**Wiring by layer**

Only two layers are drawn.
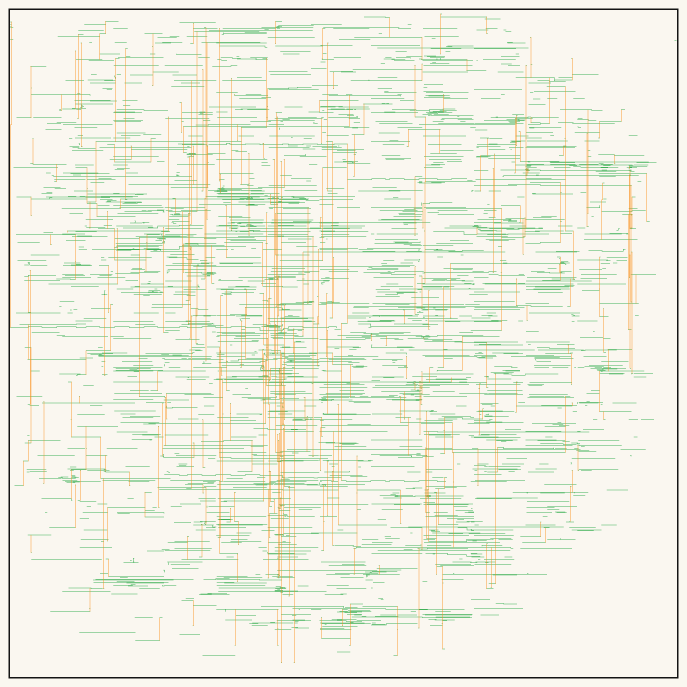
**Clock wiring as the flow saved it**

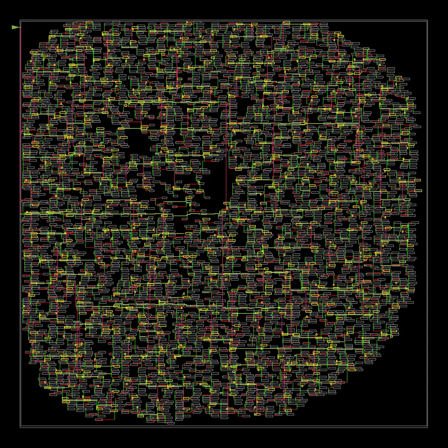
**Layout detail**

The bar under the picture is 10 um long. Region (297, 297) to (327, 327) um. Cells in gray, sequential cells in the stronger gray; small squares are vias.
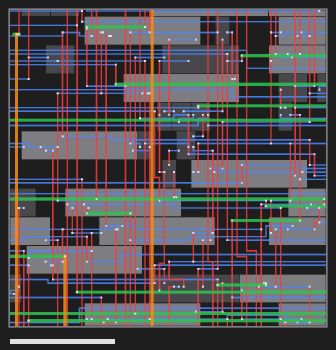
$ cat config.mk
export PLATFORM = sky130hd
export DESIGN_NAME = saturn_bus_mem
export DESIGN_NICKNAME = d
export VERILOG_FILES = /design/src/rtl/saturn_bus_mem.sv
export SDC_FILE = /design/constraint.sdc
export NUM_CORES = 2
export LEC_CHECK = 0
export CORE_MARGIN = 1
export CORE_UTILIZATION = 42
export CTS_CLUSTER_SIZE = 14
export DETAILED_ROUTE_END_ITERATION = 10
export HOLD_SLACK_MARGIN = 0.15
export PLACE_DENSITY_LB_ADDON = 0.08
export SETUP_SLACK_MARGIN = 0.3
export SLEW_MARGIN = 20
export SYNTH_ARGS = -nofsm -noshare
export SYNTH_HDL_FRONTEND = slang
export SYNTH_MEMORY_MAX_BITS = 65536
export SYNTH_SLANG_ARGS = --single-unit
$ cat constraint.sdc
create_clock -name i_clk -period 5.1 [get_ports i_clk]
set_input_delay 0.51 -clock i_clk [delete_from_list [all_inputs] [get_ports i_clk]]
set_output_delay 0.51 -clock i_clk [all_outputs]
set_load 0.02 [all_outputs]
$ cat src/rtl/saturn_bus_mem.sv
// Saturn bus nibble memory target: command decode, 5-nibble address assembly, PC/DP pointers.
// Optional SATURN_BUS_MEM_CONFIG_EN enables CONFIGURE/UNCONFIGURE base mapping.
module saturn_bus_mem #(
`ifdef SIM
  parameter int unsigned ADDR_BITS = 20
`else
  parameter int unsigned ADDR_BITS = 10
`endif
) (
  input  logic       i_clk,
  input  logic       i_reset,
  input  logic       i_bus_strobe,
  input  logic       i_bus_cmd_data,
  input  logic [3:0] i_bus_data,
  output logic [3:0] o_bus_data,
  output logic       o_bus_ack,
  output logic       o_configured,
  output logic [3:0] o_mode
);
  localparam int unsigned PTR_BITS = 20;
  localparam int unsigned NIB_BITS = 4;
  localparam int unsigned CNT_BITS = 3;
  localparam int unsigned SHD_BITS = 16;
  localparam int unsigned DEPTH    = 1 << ADDR_BITS;

  localparam logic [NIB_BITS-1:0] CMD_PC_READ     = 4'h0;
  localparam logic [NIB_BITS-1:0] CMD_DP_READ     = 4'h1;
  localparam logic [NIB_BITS-1:0] CMD_PC_WRITE    = 4'h2;
  localparam logic [NIB_BITS-1:0] CMD_DP_WRITE    = 4'h3;
  localparam logic [NIB_BITS-1:0] CMD_LOAD_PC     = 4'h4;
  localparam logic [NIB_BITS-1:0] CMD_LOAD_DP     = 4'h5;
  localparam logic [NIB_BITS-1:0] CMD_CONFIGURE   = 4'h6;
  localparam logic [NIB_BITS-1:0] CMD_UNCONFIGURE = 4'h7;
  localparam logic [NIB_BITS-1:0] CMD_RESET       = 4'hF;

  typedef enum logic [1:0] {IDLE, ADDR, XFER} state_t;

  state_t                state, state_n;
  logic [NIB_BITS-1:0]   mode_n;
  logic [CNT_BITS-1:0]   addr_cnt, addr_cnt_n;
  logic [SHD_BITS-1:0]   shadow, shadow_n;
  logic [PTR_BITS-1:0]   pc_ptr, pc_ptr_n, dp_ptr, dp_ptr_n;
  logic [NIB_BITS-1:0]   bus_data_n;
  logic                  bus_ack_n;

  logic                  cmd_strobe, data_strobe;
  logic [PTR_BITS-1:0]   ptr, ptr_inc, addr_full;
  logic [ADDR_BITS-1:0]  mem_idx;
  logic                  mapped, mem_we;

  logic [NIB_BITS-1:0]   mem [DEPTH];

  assign cmd_strobe  = i_bus_strobe && !i_bus_cmd_data;
  assign data_strobe = i_bus_strobe && i_bus_cmd_data;
  // In XFER the mode is always 0..3: bit 0 picks DP, bit 1 selects write.
  assign ptr       = o_mode[0] ? dp_ptr : pc_ptr;
  assign ptr_inc   = ptr + PTR_BITS'(1);
  assign addr_full = {i_bus_data, shadow};

`ifdef SATURN_BUS_MEM_CONFIG_EN
  logic [PTR_BITS-1:0] base, base_n, offset;
  logic                configured_n;

  assign offset  = ptr - base;
  assign mapped  = o_configured && (ptr >= base) && ({1'b0, offset} < (PTR_BITS + 1)'(DEPTH));
  assign mem_idx = offset[ADDR_BITS-1:0];
`else
  assign mapped       = 1'b1;
  assign mem_idx      = ptr[ADDR_BITS-1:0];
  assign o_configured = 1'b1;
`endif

  // Next-state, pointer and response logic
  always_comb begin
    state_n    = state;
    mode_n     = o_mode;
    addr_cnt_n = addr_cnt;
    shadow_n   = shadow;
    pc_ptr_n   = pc_ptr;
    dp_ptr_n   = dp_ptr;
    bus_data_n = o_bus_data;
    bus_ack_n  = 1'b0;
    mem_we     = 1'b0;
`ifdef SATURN_BUS_MEM_CONFIG_EN
    base_n       = base;
    configured_n = o_configured;
`endif
    if (cmd_strobe) begin
      mode_n     = i_bus_data;
      addr_cnt_n = '0;
      case (i_bus_data)
        CMD_LOAD_PC, CMD_LOAD_DP, CMD_CONFIGURE, CMD_UNCONFIGURE: state_n = ADDR;
        CMD_PC_READ, CMD_DP_READ, CMD_PC_WRITE, CMD_DP_WRITE:     state_n = XFER;
        CMD_RESET: begin
          state_n = IDLE;
`ifdef SATURN_BUS_MEM_CONFIG_EN
          configured_n = 1'b0;
`endif
        end
        default: state_n = IDLE;
      endcase
    end else if (data_strobe) begin
      case (state)
        ADDR: begin
          if (addr_cnt == CNT_BITS'(4)) begin
            addr_cnt_n = '0;
            case (o_mode)
              CMD_LOAD_PC: begin
                pc_ptr_n = addr_full;
                mode_n   = CMD_PC_READ;
                state_n  = XFER;
              end
              CMD_LOAD_DP: begin
                dp_ptr_n = addr_full;
                mode_n   = CMD_DP_READ;
                state_n  = XFER;
              end
              CMD_CONFIGURE: begin
`ifdef SATURN_BUS_MEM_CONFIG_EN
                base_n       = addr_full;
                configured_n = 1'b1;
`endif
                state_n = IDLE;
              end
              CMD_UNCONFIGURE: begin
`ifdef SATURN_BUS_MEM_CONFIG_EN
                if (addr_full == base) configured_n = 1'b0;
`endif
                state_n = IDLE;
              end
              default: state_n = IDLE;
            endcase
          end else begin
            shadow_n[{addr_cnt[1:0], 2'b00} +: NIB_BITS] = i_bus_data;
            addr_cnt_n = addr_cnt + CNT_BITS'(1);
          end
        end
        XFER: begin
          // Pointer advances even when the access falls outside the mapped window.
          if (o_mode[0]) dp_ptr_n = ptr_inc;
          else           pc_ptr_n = ptr_inc;
          if (o_mode[1]) begin
            mem_we = mapped;
          end else if (mapped) begin
            bus_data_n = mem[mem_idx];
            bus_ack_n  = 1'b1;
          end
        end
        default: ;
      endcase
    end
  end

  // State register
  always_ff @(posedge i_clk) begin
    if (i_reset) state <= IDLE;
    else         state <= state_n;
  end

  // Datapath and output registers
  always_ff @(posedge i_clk) begin
    if (i_reset) begin
      o_mode     <= CMD_RESET;
      addr_cnt   <= '0;
      shadow     <= '0;
      pc_ptr     <= '0;
      dp_ptr     <= '0;
      o_bus_data <= '0;
      o_bus_ack  <= 1'b0;
`ifdef SATURN_BUS_MEM_CONFIG_EN
      base         <= '0;
      o_configured <= 1'b0;
`endif
    end else begin
      o_mode     <= mode_n;
      addr_cnt   <= addr_cnt_n;
      shadow     <= shadow_n;
      pc_ptr     <= pc_ptr_n;
      dp_ptr     <= dp_ptr_n;
      o_bus_data <= bus_data_n;
      o_bus_ack  <= bus_ack_n;
`ifdef SATURN_BUS_MEM_CONFIG_EN
      base         <= base_n;
      o_configured <= configured_n;
`endif
    end
  end

  // Nibble RAM; reset leaves contents intact but blocks a same-cycle write
  always_ff @(posedge i_clk) begin
    if (mem_we && !i_reset) mem[mem_idx] <= i_bus_data;
  end

endmodule
==> impl_metrics.env <==
# yosys + openroad results
export IMPL_yosysTopAreaCell="edfxtp_1"
export IMPL_drive_gt1_share_pct=15.52
export IMPL_ys_ff=4140
export IMPL_post_cts_buffers=1
export IMPL_ff2ff_path_depth=11
export IMPL_crit_family="AND-OR/OR-AND gates"
export IMPL_critPathArrivalTime_ps=5750
export IMPL_synth_avg_cell_area_um2=15.84
export IMPL_max_slew_margin_pct=15.99
export IMPL_grt_max_degree=165
export IMPL_synthSimpleGateAreaFrac_pct=8.260
export IMPL_place_area_mm2=0.1723
export IMPL_finalPower_uw=71700
export IMPL_dr_pass1_iters=8
export IMPL_synthArstFlopShare_pct=0
export IMPL_cts_sinks=4140
export IMPL_drc=0
export IMPL_dpl_hpwl_mm=341.8
export IMPL_synth_chip_area_mm2=0.1630
export IMPL_critPathRequiredTime_ps=5970
export IMPL_n_all_buffers=540
export IMPL_die_area_mm2=0.3905
export IMPL_floorplan_core_util_pct=42.22
export IMPL_netlist_area_mm2=0.1630
export IMPL_crit_fanout=41
export IMPL_root_buffer="clkbuf_16"
export IMPL_crit_top_cell="buf_12"
export IMPL_overflow=0
export IMPL_antenna_found_initial=51
export IMPL_fmax_mhz=204.8
export IMPL_final_cell_mix="edfxtp_1, nand2_1, nor2_1"
export IMPL_drv_slew=0
export IMPL_ys_sh_aoi_pct=4.699
export IMPL_grt_setup_unrepaired="false"
export IMPL_fin_ws_ps=218.4
export IMPL_p_leak_uw=0.05798
export IMPL_cp_num_buf_inv=2
export IMPL_boundaryPins=18
export IMPL_area_leaders="edfxtp_1, mux4_2, nand2_1"
export IMPL_bufAreaShareNonClock_pct=3.147
export IMPL_regMostFlops="mem"
export IMPL_syn_nets=10310
export IMPL_sh_seq_area_pct=66.20
export IMPL_post_route_util_pct=48.49
export IMPL_placedCellCount=15270
export IMPL_max_cap_viol_count=0
export IMPL_final_area_mm2=0.1871
export IMPL_logic_area_mm2=0.03627
export IMPL_criticalPathCategory="reg -> reg"
export IMPL_cp_cell_sequence="mux2_8, buf_12, buf_12, mux4_2, a222oi_1, and3_1, a31oi_1, nand3_1, nand4_1, a211oi_4, a311oi_1"
export IMPL_hp_class="reg -> reg"
export IMPL_hold_violations=0
export IMPL_hold_ws_ps=453.8
export IMPL_mux_area_share_pct=8.780
export IMPL_comb_share_pct=19.38
export IMPL_h_tree_depth=5
export IMPL_comb_cells=5422
export IMPL_num_tap_cells=5175
export IMPL_synthTopLogicFamily="multiplexers"
export IMPL_syn_inst=10290
export IMPL_die_w_um=624.9
export IMPL_finalSetupViolations=0
export IMPL_die_h_um=624.9
export IMPL_coreArea_mm2=0.3860
export IMPL_crit_start="pc_ptr[1]"
export IMPL_period_used_pct=95.72
export IMPL_holdPathStages=2
export IMPL_adder_share_pct=0.06910
export IMPL_start_kind="flop"
export IMPL_final_setup_tns_ps=0
export IMPL_powerDensity_mw_per_mm2=383.2
export IMPL_yosys_warnings=0
export IMPL_warnings=130
export IMPL_clk_pin_slew_worst_paths_ps=60
export IMPL_gp_congestion=0.8624
export IMPL_synth_seq_share_pct=76.01
export IMPL_grt_pass1_wl_mm=777.5
export IMPL_layout_top_cell="edfxtp_1"
export IMPL_critPathCapture="o_bus_data[0]"
export IMPL_crit_path_end_kind="flop"
export IMPL_synth_top_area_share_pct=75.47
export IMPL_edf_count=4096
export IMPL_tightest_slew_ps=1254
export IMPL_clk_path_buf_depth=4
export IMPL_port_buffers=16
export IMPL_fin_crit_ps=4882
export IMPL_grtUsageTotal_pct=28.53
export IMPL_max_stage_delay_ps=590
export IMPL_rows=228
export IMPL_ys_types=71
export IMPL_xor_area_share_pct=0.03762
export IMPL_synthFlopType="edfxtp_1"
export IMPL_largest_reg_flops=4096
export IMPL_num_antenna_cells=17
export IMPL_nets=10570
export IMPL_areaGrowthSynthToFinish_pct=14.84
export IMPL_regArea_mm2=0.1239
export IMPL_yosys_stat_cells=10290
export IMPL_drt_initial_drc_count=13260
export IMPL_holdBufCountCts=5
export IMPL_hp_start="shadow[9]"
export IMPL_pre_cts_slack_ps=-361.9
export IMPL_reg2reg_from="pc_ptr[1]"
export IMPL_nFillCells=32700
export IMPL_clkCellAreaFrac_pct=7.776
export IMPL_postRouteAntennaNets=0
export IMPL_rrSetupSlack_ps=220
export IMPL_timing_critical_path_depth=11
export IMPL_vias_per_cell=6.018
export IMPL_fin_cells=16120
export IMPL_inv_count=5
export IMPL_status="finished clean"
export IMPL_grt_pass1_vias=94750
export IMPL_cts_tree="done"
export IMPL_worstHoldEndpoint="shadow[9]"
export IMPL_r2r_end="o_bus_data[0]"
export IMPL_peakVddDrop_uv=294.6
export IMPL_cts_resized=8
export IMPL_top_area_cell_class="flip-flops and latches"
export IMPL_slowest_stage="dfxtp_1"
About 'wiring by layer':
legend:
  orange:
    layer: M4
    wire_length: 16800 um
  green:
    layer: M3
    wire_length: 47.7 mm
routed wire length: 563.3 mm
Via Count: 97000
Avg WL per Cell: 34.95 um

About 'clock wiring as the flow saved it':
CTS Buf Count: 443
sequential cell count: 4140
# clk buffers: 550
Clock Skew: 58.17 ps
clk latency late pin: 1020 ps

About 'layout detail':
legend:
  red:
    layer: M2
  orange:
    layer: M4
  green:
    layer: M3
  blue:
    layer: M1
cells with their middle in the window: 23
netlist names of flops here include: mem (9)
sequential cells in the window: 9
most frequent: edfxtp_1 (9), nand2_1 (5)

-- where the power goes --
group	switching (uW)	total (uW)	internal (uW)
Sequential	13.8	37400	37400
Clock	13600	32600	19000
Combinational	1330	1680	351
Total	15000	71700	56700
-- cells in the mapped netlist (all sizes together) (31+ instances only) --
cell	n
a21oi	643
a22oi	148
a31oi	42
and3	31
buf	290
clkbuf	434
dfxtp	44
edfxtp	4096
mux2i	418
mux4	445
nand2	1657
nand3	165
nand4	68
nor2	1095
nor4	188
o21ai	46
o22ai	196
-- routing by layer --
| layer | global-route usage, % | share of wire (%) | vias up |
|---|---|---|---|
| met5 | 0 | 0.0048 | - |
| met4 | 7.794 | 3.0 | 4 |
| met3 | 4.414 | 8.5 | 746 |
| met2 | 45.34 | 47 | 4859 |
| met1 | 41.00 | 42 | 51250 |
| li1 | - | - | 40140 |
Power and IR drop assume default switching activity.
